## src/rtl/sdr_rd_stream_if.sv

```systemverilog
// Request, SDRAM pin and read-stream bundle for the streaming read engine.
// master = engine side, slave = SDRAM top / consumer side.
interface sdr_rd_stream_if;
  logic        sdr_rd_req;
  logic [11:0] sdr_rd_byte_cnt;
  logic [1:0]  sdr_bank_addr;
  logic [12:0] sdr_row_addr;
  logic [8:0]  sdr_col_addr;
  logic        sdr_CKE;
  logic        sdr_nCS;
  logic        sdr_nRAS;
  logic        sdr_nCAS;
  logic        sdr_nWE;
  logic [1:0]  sdr_BA;
  logic [12:0] sdr_A;
  logic [1:0]  sdr_DQM;
  logic [15:0] sdr_DQ_in;
  logic [15:0] sdr_rdata_out;
  logic        sdr_rd_vld;
  logic        sdr_rdata_ready;
  logic        rd_busy;
  logic        rd_exit;

  modport master (
    input  sdr_rd_req,
    input  sdr_rd_byte_cnt,
    input  sdr_bank_addr,
    input  sdr_row_addr,
    input  sdr_col_addr,
    output sdr_CKE,
    output sdr_nCS,
    output sdr_nRAS,
    output sdr_nCAS,
    output sdr_nWE,
    output sdr_BA,
    output sdr_A,
    output sdr_DQM,
    input  sdr_DQ_in,
    output sdr_rdata_out,
    output sdr_rd_vld,
    input  sdr_rdata_ready,
    output rd_busy,
    output rd_exit
  );

  modport slave (
    output sdr_rd_req,
    output sdr_rd_byte_cnt,
    output sdr_bank_addr,
    output sdr_row_addr,
    output sdr_col_addr,
    input  sdr_CKE,
    input  sdr_nCS,
    input  sdr_nRAS,
    input  sdr_nCAS,
    input  sdr_nWE,
    input  sdr_BA,
    input  sdr_A,
    input  sdr_DQM,
    output sdr_DQ_in,
    input  sdr_rdata_out,
    input  sdr_rd_vld,
    output sdr_rdata_ready,
    input  rd_busy,
    input  rd_exit
  );
endinterface

```

## src/rtl/sdr_rd_stream.sv

```systemverilog
// Streaming SDRAM read engine: one row open, single-word READs per column,
// CAS-latency capture into a FWFT read FIFO, then precharge.
module sdr_rd_stream #(
  parameter int CAS_LAT = 3,
  parameter int T_RCD   = 3,
  parameter int T_RP    = 3,
  parameter int FIFO_AW = 4
) (
  input  logic clk,
  input  logic rst_n,
  sdr_rd_stream_if.master bus
);

  localparam int DEPTH = 2 ** FIFO_AW;
  localparam int CW    = FIFO_AW + 2;

  localparam logic [3:0] C_DES = 4'b1111;
  localparam logic [3:0] C_NOP = 4'b0111;
  localparam logic [3:0] C_ACT = 4'b0011;
  localparam logic [3:0] C_RD  = 4'b0101;
  localparam logic [3:0] C_PRE = 4'b0010;

  localparam logic [7:0] RCD_LD = 8'(T_RCD > 1 ? T_RCD - 2 : 0);
  localparam logic [7:0] RP_LD  = 8'(T_RP > 1 ? T_RP - 2 : 0);

  typedef enum logic [2:0] {
    IDLE, ACT, RCD, READ, DRAIN, PRE, RP, DONE
  } state_t;

  state_t state;

  logic [1:0]  ba_q;
  logic [12:0] row_q;
  logic [8:0]  col_q;
  logic [11:0] left_q;
  logic [7:0]  tmr_q;

  logic [3:0]  cmd_q;
  logic [1:0]  ba_o;
  logic [12:0] a_o;
  logic [1:0]  dqm_o;
  logic        busy_q;
  logic        exit_q;

  logic [CAS_LAT:0] pipe_q;

  logic [FIFO_AW:0]   cnt_q;
  logic [FIFO_AW-1:0] wp_q;
  logic [FIFO_AW-1:0] rp_q;
  logic [15:0]        mem [DEPTH];

  logic [CW-1:0] in_flight;
  logic [12:0]   words;
  logic          credit;
  logic          issue;
  logic          push;
  logic          pop;
  logic          vld;

  assign words = (13'(bus.sdr_rd_byte_cnt) + 13'd1) >> 1;

  always_comb begin
    in_flight = '0;
    for (int i = 0; i <= CAS_LAT; i++)
      in_flight = in_flight + CW'(pipe_q[i]);
  end

  // Reserve a FIFO slot for every READ still in the CAS pipe.
  assign credit = (CW'(cnt_q) + in_flight) < CW'(DEPTH);
  assign issue  = (state == READ) && credit;
  assign push   = pipe_q[CAS_LAT];
  assign vld    = (cnt_q != '0);
  assign pop    = vld && bus.sdr_rdata_ready;

  always_ff @(posedge clk or negedge rst_n) begin
    if (!rst_n) begin
      state  <= IDLE;
      ba_q   <= '0;
      row_q  <= '0;
      col_q  <= '0;
      left_q <= '0;
      tmr_q  <= '0;
      cmd_q  <= C_DES;
      ba_o   <= '0;
      a_o    <= '0;
      dqm_o  <= 2'b11;
      busy_q <= 1'b0;
      exit_q <= 1'b0;
    end else begin
      exit_q <= 1'b0;
      unique case (state)
        IDLE: begin
          cmd_q <= C_DES;
          if (bus.sdr_rd_req) begin
            ba_q   <= bus.sdr_bank_addr;
            row_q  <= bus.sdr_row_addr;
            col_q  <= bus.sdr_col_addr;
            left_q <= words[11:0];
            busy_q <= 1'b1;
            cmd_q  <= C_NOP;
            state  <= (words == '0) ? DONE : ACT;
          end
        end
        ACT: begin
          cmd_q <= C_ACT;
          a_o   <= row_q;
          ba_o  <= ba_q;
          dqm_o <= 2'b00;
          if (T_RCD == 1) begin
            state <= READ;
          end else begin
            tmr_q <= RCD_LD;
            state <= RCD;
          end
        end
        RCD: begin
          cmd_q <= C_NOP;
          if (tmr_q == '0) state <= READ;
          else             tmr_q <= tmr_q - 8'd1;
        end
        READ: begin
          if (issue) begin
            cmd_q  <= C_RD;
            a_o    <= {4'b0, col_q};
            col_q  <= col_q + 9'd1;
            left_q <= left_q - 12'd1;
            if (left_q == 12'd1) state <= DRAIN;
          end else begin
            cmd_q <= C_NOP;
          end
        end
        DRAIN: begin
          cmd_q <= C_NOP;
          if (in_flight == '0) state <= PRE;
        end
        PRE: begin
          cmd_q <= C_PRE;
          a_o   <= '0;
          ba_o  <= ba_q;
          dqm_o <= 2'b11;
          if (T_RP == 1) begin
            state <= DONE;
          end else begin
            tmr_q <= RP_LD;
            state <= RP;
          end
        end
        RP: begin
          cmd_q <= C_NOP;
          if (tmr_q == '0) state <= DONE;
          else             tmr_q <= tmr_q - 8'd1;
        end
        DONE: begin
          cmd_q  <= C_DES;
          exit_q <= 1'b1;
          busy_q <= 1'b0;
          state  <= IDLE;
        end
        default: state <= IDLE;
      endcase
    end
  end

  always_ff @(posedge clk or negedge rst_n) begin
    if (!rst_n) pipe_q <= '0;
    else        pipe_q <= {pipe_q[CAS_LAT-1:0], issue};
  end

  always_ff @(posedge clk or negedge rst_n) begin
    if (!rst_n) begin
      cnt_q <= '0;
      wp_q  <= '0;
      rp_q  <= '0;
    end else begin
      if (push) wp_q <= wp_q + 1'b1;
      if (pop)  rp_q <= rp_q + 1'b1;
      cnt_q <= cnt_q + (FIFO_AW+1)'(push)
                     - (FIFO_AW+1)'(pop);
    end
  end

  always_ff @(posedge clk) begin
    if (push) mem[wp_q] <= bus.sdr_DQ_in;
  end

  assign bus.sdr_CKE       = 1'b1;
  assign bus.sdr_nCS       = cmd_q[3];
  assign bus.sdr_nRAS      = cmd_q[2];
  assign bus.sdr_nCAS      = cmd_q[1];
  assign bus.sdr_nWE       = cmd_q[0];
  assign bus.sdr_BA        = ba_o;
  assign bus.sdr_A         = a_o;
  assign bus.sdr_DQM       = dqm_o;
  assign bus.sdr_rd_vld    = vld;
  assign bus.sdr_rdata_out = vld ? mem[rp_q] : 16'h0000;
  assign bus.rd_busy       = busy_q;
  assign bus.rd_exit       = exit_q;

endmodule

```

## src/flat_wrapper.sv

```systemverilog
// flat-port wrapper written by rule: the top's interface ports become plain ports
module sdr_rd_stream_flat 
#(
  parameter int CAS_LAT = 3,
  parameter int T_RCD   = 3,
  parameter int T_RP    = 3,
  parameter int FIFO_AW = 4
)
  (clk, rst_n, bus_sdr_rd_req, bus_sdr_rd_byte_cnt, bus_sdr_bank_addr, bus_sdr_row_addr, bus_sdr_col_addr, bus_sdr_CKE, bus_sdr_nCS, bus_sdr_nRAS, bus_sdr_nCAS, bus_sdr_nWE, bus_sdr_BA, bus_sdr_A, bus_sdr_DQM, bus_sdr_DQ_in, bus_sdr_rdata_out, bus_sdr_rd_vld, bus_sdr_rdata_ready, bus_rd_busy, bus_rd_exit);
  sdr_rd_stream_if bus_i ();
  input  logic clk;
  input  logic rst_n;
  input wire logic [$bits(bus_i.sdr_rd_req)-1:0] bus_sdr_rd_req;
  input wire logic [$bits(bus_i.sdr_rd_byte_cnt)-1:0] bus_sdr_rd_byte_cnt;
  input wire logic [$bits(bus_i.sdr_bank_addr)-1:0] bus_sdr_bank_addr;
  input wire logic [$bits(bus_i.sdr_row_addr)-1:0] bus_sdr_row_addr;
  input wire logic [$bits(bus_i.sdr_col_addr)-1:0] bus_sdr_col_addr;
  output wire logic [$bits(bus_i.sdr_CKE)-1:0] bus_sdr_CKE;
  output wire logic [$bits(bus_i.sdr_nCS)-1:0] bus_sdr_nCS;
  output wire logic [$bits(bus_i.sdr_nRAS)-1:0] bus_sdr_nRAS;
  output wire logic [$bits(bus_i.sdr_nCAS)-1:0] bus_sdr_nCAS;
  output wire logic [$bits(bus_i.sdr_nWE)-1:0] bus_sdr_nWE;
  output wire logic [$bits(bus_i.sdr_BA)-1:0] bus_sdr_BA;
  output wire logic [$bits(bus_i.sdr_A)-1:0] bus_sdr_A;
  output wire logic [$bits(bus_i.sdr_DQM)-1:0] bus_sdr_DQM;
  input wire logic [$bits(bus_i.sdr_DQ_in)-1:0] bus_sdr_DQ_in;
  output wire logic [$bits(bus_i.sdr_rdata_out)-1:0] bus_sdr_rdata_out;
  output wire logic [$bits(bus_i.sdr_rd_vld)-1:0] bus_sdr_rd_vld;
  input wire logic [$bits(bus_i.sdr_rdata_ready)-1:0] bus_sdr_rdata_ready;
  output wire logic [$bits(bus_i.rd_busy)-1:0] bus_rd_busy;
  output wire logic [$bits(bus_i.rd_exit)-1:0] bus_rd_exit;
  assign bus_i.sdr_rd_req = bus_sdr_rd_req;
  assign bus_i.sdr_rd_byte_cnt = bus_sdr_rd_byte_cnt;
  assign bus_i.sdr_bank_addr = bus_sdr_bank_addr;
  assign bus_i.sdr_row_addr = bus_sdr_row_addr;
  assign bus_i.sdr_col_addr = bus_sdr_col_addr;
  assign bus_sdr_CKE = bus_i.sdr_CKE;
  assign bus_sdr_nCS = bus_i.sdr_nCS;
  assign bus_sdr_nRAS = bus_i.sdr_nRAS;
  assign bus_sdr_nCAS = bus_i.sdr_nCAS;
  assign bus_sdr_nWE = bus_i.sdr_nWE;
  assign bus_sdr_BA = bus_i.sdr_BA;
  assign bus_sdr_A = bus_i.sdr_A;
  assign bus_sdr_DQM = bus_i.sdr_DQM;
  assign bus_i.sdr_DQ_in = bus_sdr_DQ_in;
  assign bus_sdr_rdata_out = bus_i.sdr_rdata_out;
  assign bus_sdr_rd_vld = bus_i.sdr_rd_vld;
  assign bus_i.sdr_rdata_ready = bus_sdr_rdata_ready;
  assign bus_rd_busy = bus_i.rd_busy;
  assign bus_rd_exit = bus_i.rd_exit;
  sdr_rd_stream #(.CAS_LAT(CAS_LAT), .T_RCD(T_RCD), .T_RP(T_RP), .FIFO_AW(FIFO_AW)) u_core (.clk(clk), .rst_n(rst_n), .bus(bus_i));
endmodule
```

## config.mk

```make
export PLATFORM = sky130hd
export DESIGN_NAME = sdr_rd_stream_flat
export DESIGN_NICKNAME = d
export VERILOG_FILES = /design/src/rtl/sdr_rd_stream_if.sv /design/src/rtl/sdr_rd_stream.sv /design/src/flat_wrapper.sv
export SDC_FILE = /design/constraint.sdc
export NUM_CORES = 1
export LEC_CHECK = 0
export CORE_ASPECT_RATIO = 0.75
export CORE_UTILIZATION = 40
export DETAILED_ROUTE_END_ITERATION = 8
export PLACE_DENSITY = 0.68
export REMOVE_ABC_BUFFERS = 1
export SLEW_MARGIN = 0
export SYNTH_ARGS = -nofsm -noshare
export SYNTH_HDL_FRONTEND = slang
export SYNTH_SLANG_ARGS = --single-unit
```

## constraint.sdc

```tcl
create_clock -name clk -period 7.34 [get_ports clk]
set_clock_uncertainty 0.05 [all_clocks]
set_input_delay 0.734 -clock clk [delete_from_list [all_inputs] [get_ports clk]]
set_output_delay 0.734 -clock clk [all_outputs]
set_load 0.02 [all_outputs]
```

### Cell classes on the final placement, run 1

Scale: 1 px per micron.
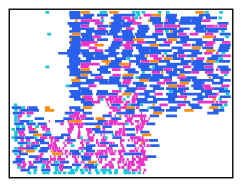
Key: orange = clock drivers and dummy loads [cells 63, share of their area 6.6%]; blue = registers [cells 342, share of their area 60%]; cyan = remaining buffers and delay cells [cells 111, share of their area 6.5%]; magenta = remaining logic cells [cells 479, share of their area 27%]
Core Area: 0.0358 sq mm
cell area after layout: 0.0171 sq mm
flop share of the area: 57.6%

### Where the registers sit, run 1

Scale: 1 px per micron. Other sequential cells in the stronger grey, the rest of the logic in the fainter grey.
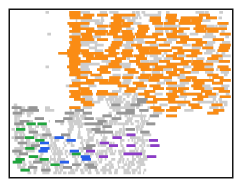
Key: green = `u_core.row_q` [flops 13, where lower left]; purple = `u_core.left_q` [flops 12, where bottom centre]; orange = `u_core.mem` [flops 256]; blue = `u_core.col_q` [flops 9, where lower left]

==> reports/results.txt, run 1 <==
Met1 wire length: 13.8 mm
Gpl congestion: 0.793
Placed cell areas: 0.0160 sq mm
Global-route wire length before repair: 47.2 mm
Seq. cell area: 0.00985 sq mm
Residual DRC count: 0
Reg-to-reg endpoint: u_core.bus.sdr_A[3]$_DFFE_PN0P_
Clk pwr: 1.72 mW
Post-DP HPWL: 17.7 mm
Logic area: 0.00438 sq mm
Final Hold Violation Tally: 0
Gr ovfl total: 0
Worst-path maximum fanout: 38
Net Sw Power: 2.15 mW
Layout inverter count without the clock tree: 31
Slew Viols, Final: 0
Final setup fails: 0
DR iter-0 viols: 704
Multi-input gates: 448
Comb. pwr: 2.34 mW
Outcome: finished, final reports clean
Signal buf overhead: 6.25%
Initial antenna violation count: 1
Die area: 0.0371 sq mm
Synthesized chip area reported by yosys: 0.0145 sq mm
GRT Util Overall: 16.8%
CP Launch Type: flip-flop
Max_cap viols: 0
Clock-cell share: 6.40%
Yosys cell types: 64
Top_reg_cell synth: edfxtp_1
Reg2Reg Launch Point: u_core.pipe_q[3]$_DFF_PN0_
Reg2reg setup slack: 4.05 ns
WP data required: 6.56 ns
Met3 WL: 1.82 mm
Net Sw Frac: 32.0%
Synth Instances: 867
CTS HTree Levels: 2
Via count of the first global-routing pass: 7,960
Longest Clk Path Bufs: 3
Wire length per cell: 20.9 microns
Largest stage delay, worst path: 0.94 ns
Highest routed layer: met5
Critical-path cell list: buf_4, mux4_2, mux4_2, and2_1, clkdlybuf4s50_1
Worst slew margin: 19.9%
Post-CTS Hold Buffers: 0
Tool warnings: 31
Diodes inserted: 0
Vias: 7,919
Leak Pwr: 5.90 nW
### Cell placement, run 1

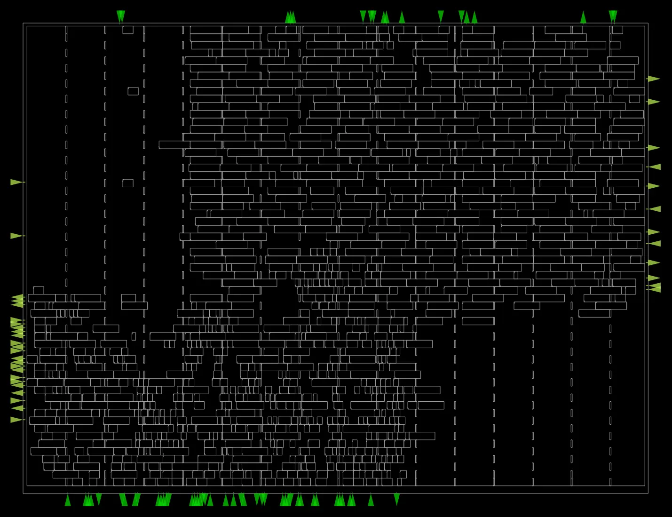
Post-Layout Cell Count: 1,460
# Taps: 465
sequential cell count: 342
fillers: 3,001
FP Rows: 60

==> run 2, diff against run 1 <==
==> constraint.sdc (replaced) <==
create_clock -name clk -period 4.9 [get_ports clk]
set_clock_uncertainty 0.05 [all_clocks]
set_input_delay 0.49 -clock clk [delete_from_list [all_inputs] [get_ports clk]]
set_output_delay 0.49 -clock clk [all_outputs]
set_load 0.02 [all_outputs]
==> run 2 against run 1 <==
Against the previous run: utilization increased by 0.091 points; sequential share of layout area down 0.11 points; critical path depth unchanged; power rose by 49%; via count rose by 1.3%; largest cell class unchanged; largest power group unchanged.
==> reports/results.txt, run 2 <==
Longest Clk Path Bufs: 3
Gr ovfl total: 0
Clock-cell share: 6.33%
Signal buf overhead: 6.49%
CP arrival: 3.45 ns
Comb. pwr: 3.45 mW
MUX share of area: 14.8%
CP Launch Type: flip-flop
Via count of the first global-routing pass: 8,118
Logic area: 0.00438 sq mm
Outcome: finished, final reports clean
Drt first pass iters: 5
Post-CTS Hold Buffers: 0
Critical path depth: 5
Placed cell areas: 0.0160 sq mm
Multi-input gates: 448
# Taps: 465
Slew Viols, Final: 0
Top_reg_cell synth: edfxtp_1
Max_cap viols: 0
WP data required: 4.36 ns
Yosys cell types: 64
Worst slew margin: 21.2%
Hold_ws: 0.0136 ns
Yosys cell count: 867
Core Area: 0.0358 sq mm
Critical-path cell list: buf_4, mux4_2, mux4_2, and2_1, clkdlybuf4s50_1
Net Sw Frac: 32.1%
GRT Util Overall: 17.0%
Clk pwr: 2.53 mW
Netlist Area Pre-Place: 0.0145 sq mm
Final Hold Violation Tally: 0
Post-DP HPWL: 18.1 mm
Top post-synthesis cells by count: edfxtp_1, dfrtp_1, mux4_2, nand2_1
Final setup fails: 0
Seq. cell area: 0.00985 sq mm
Die area: 0.0371 sq mm
FP Rows: 60
Diodes inserted: 0
Warnings from Yosys: 0
P_int: 6.80 mW
Reg-to-reg endpoint: u_core.col_q[1]$_DFFE_PN0P_
Layout inverter count without the clock tree: 31
Global-route wire length before repair: 48.2 mm
Fin worst setup slack: 0.910 ns
Net Sw Power: 3.21 mW
Largest stage delay, worst path: 0.82 ns
DR iter-0 viols: 584
Leak Pwr: 5.91 nW
Initial antenna violation count: 1
Worst-path maximum fanout: 29
Num CTS Buffers: 35
Die H: 167 microns
Root Buffer: clkbuf_16
Synthesized chip area reported by yosys: 0.0145 sq mm
Yosys top cell area share: 52.9%
Vias: 8,020
Crit path kind: flip-flop to output pin
Highest routed layer: met4
Sequential cell count: 342
Met1 wire length: 13.9 mm
Residual DRC count: 0
Gpl congestion: 0.837
Layer with the highest usage: met2
Wire length per cell: 21.0 microns
Synth Instances: 867
Reg2reg setup slack: 1.61 ns
Cell area after layout: 0.0171 sq mm
Reg2Reg Launch Point: u_core.pipe_q[3]$_DFF_PN0_
TNS Setup: 0 ns
Met3 WL: 1.76 mm
CTS HTree Levels: 2
Tool warnings: 31
### Cell placement, run 2

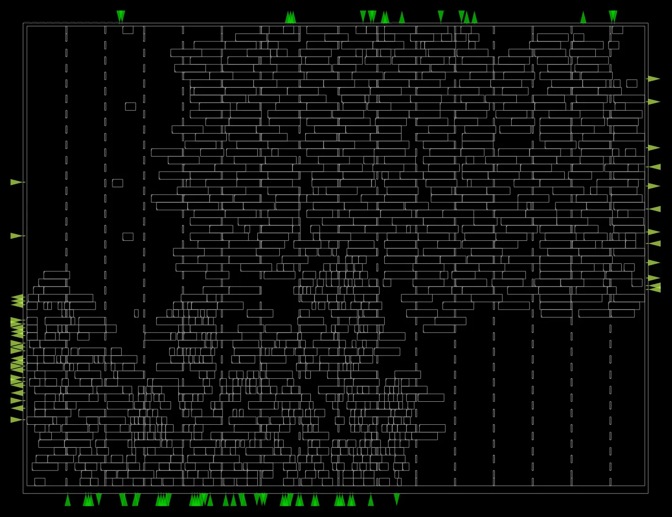
flop share of the area: 57.5%
fillers: 2,974
fin util: 47.8%
Post-Layout Cell Count: 1,462

No activity file was given, so power comes from the tool's default toggle rates.
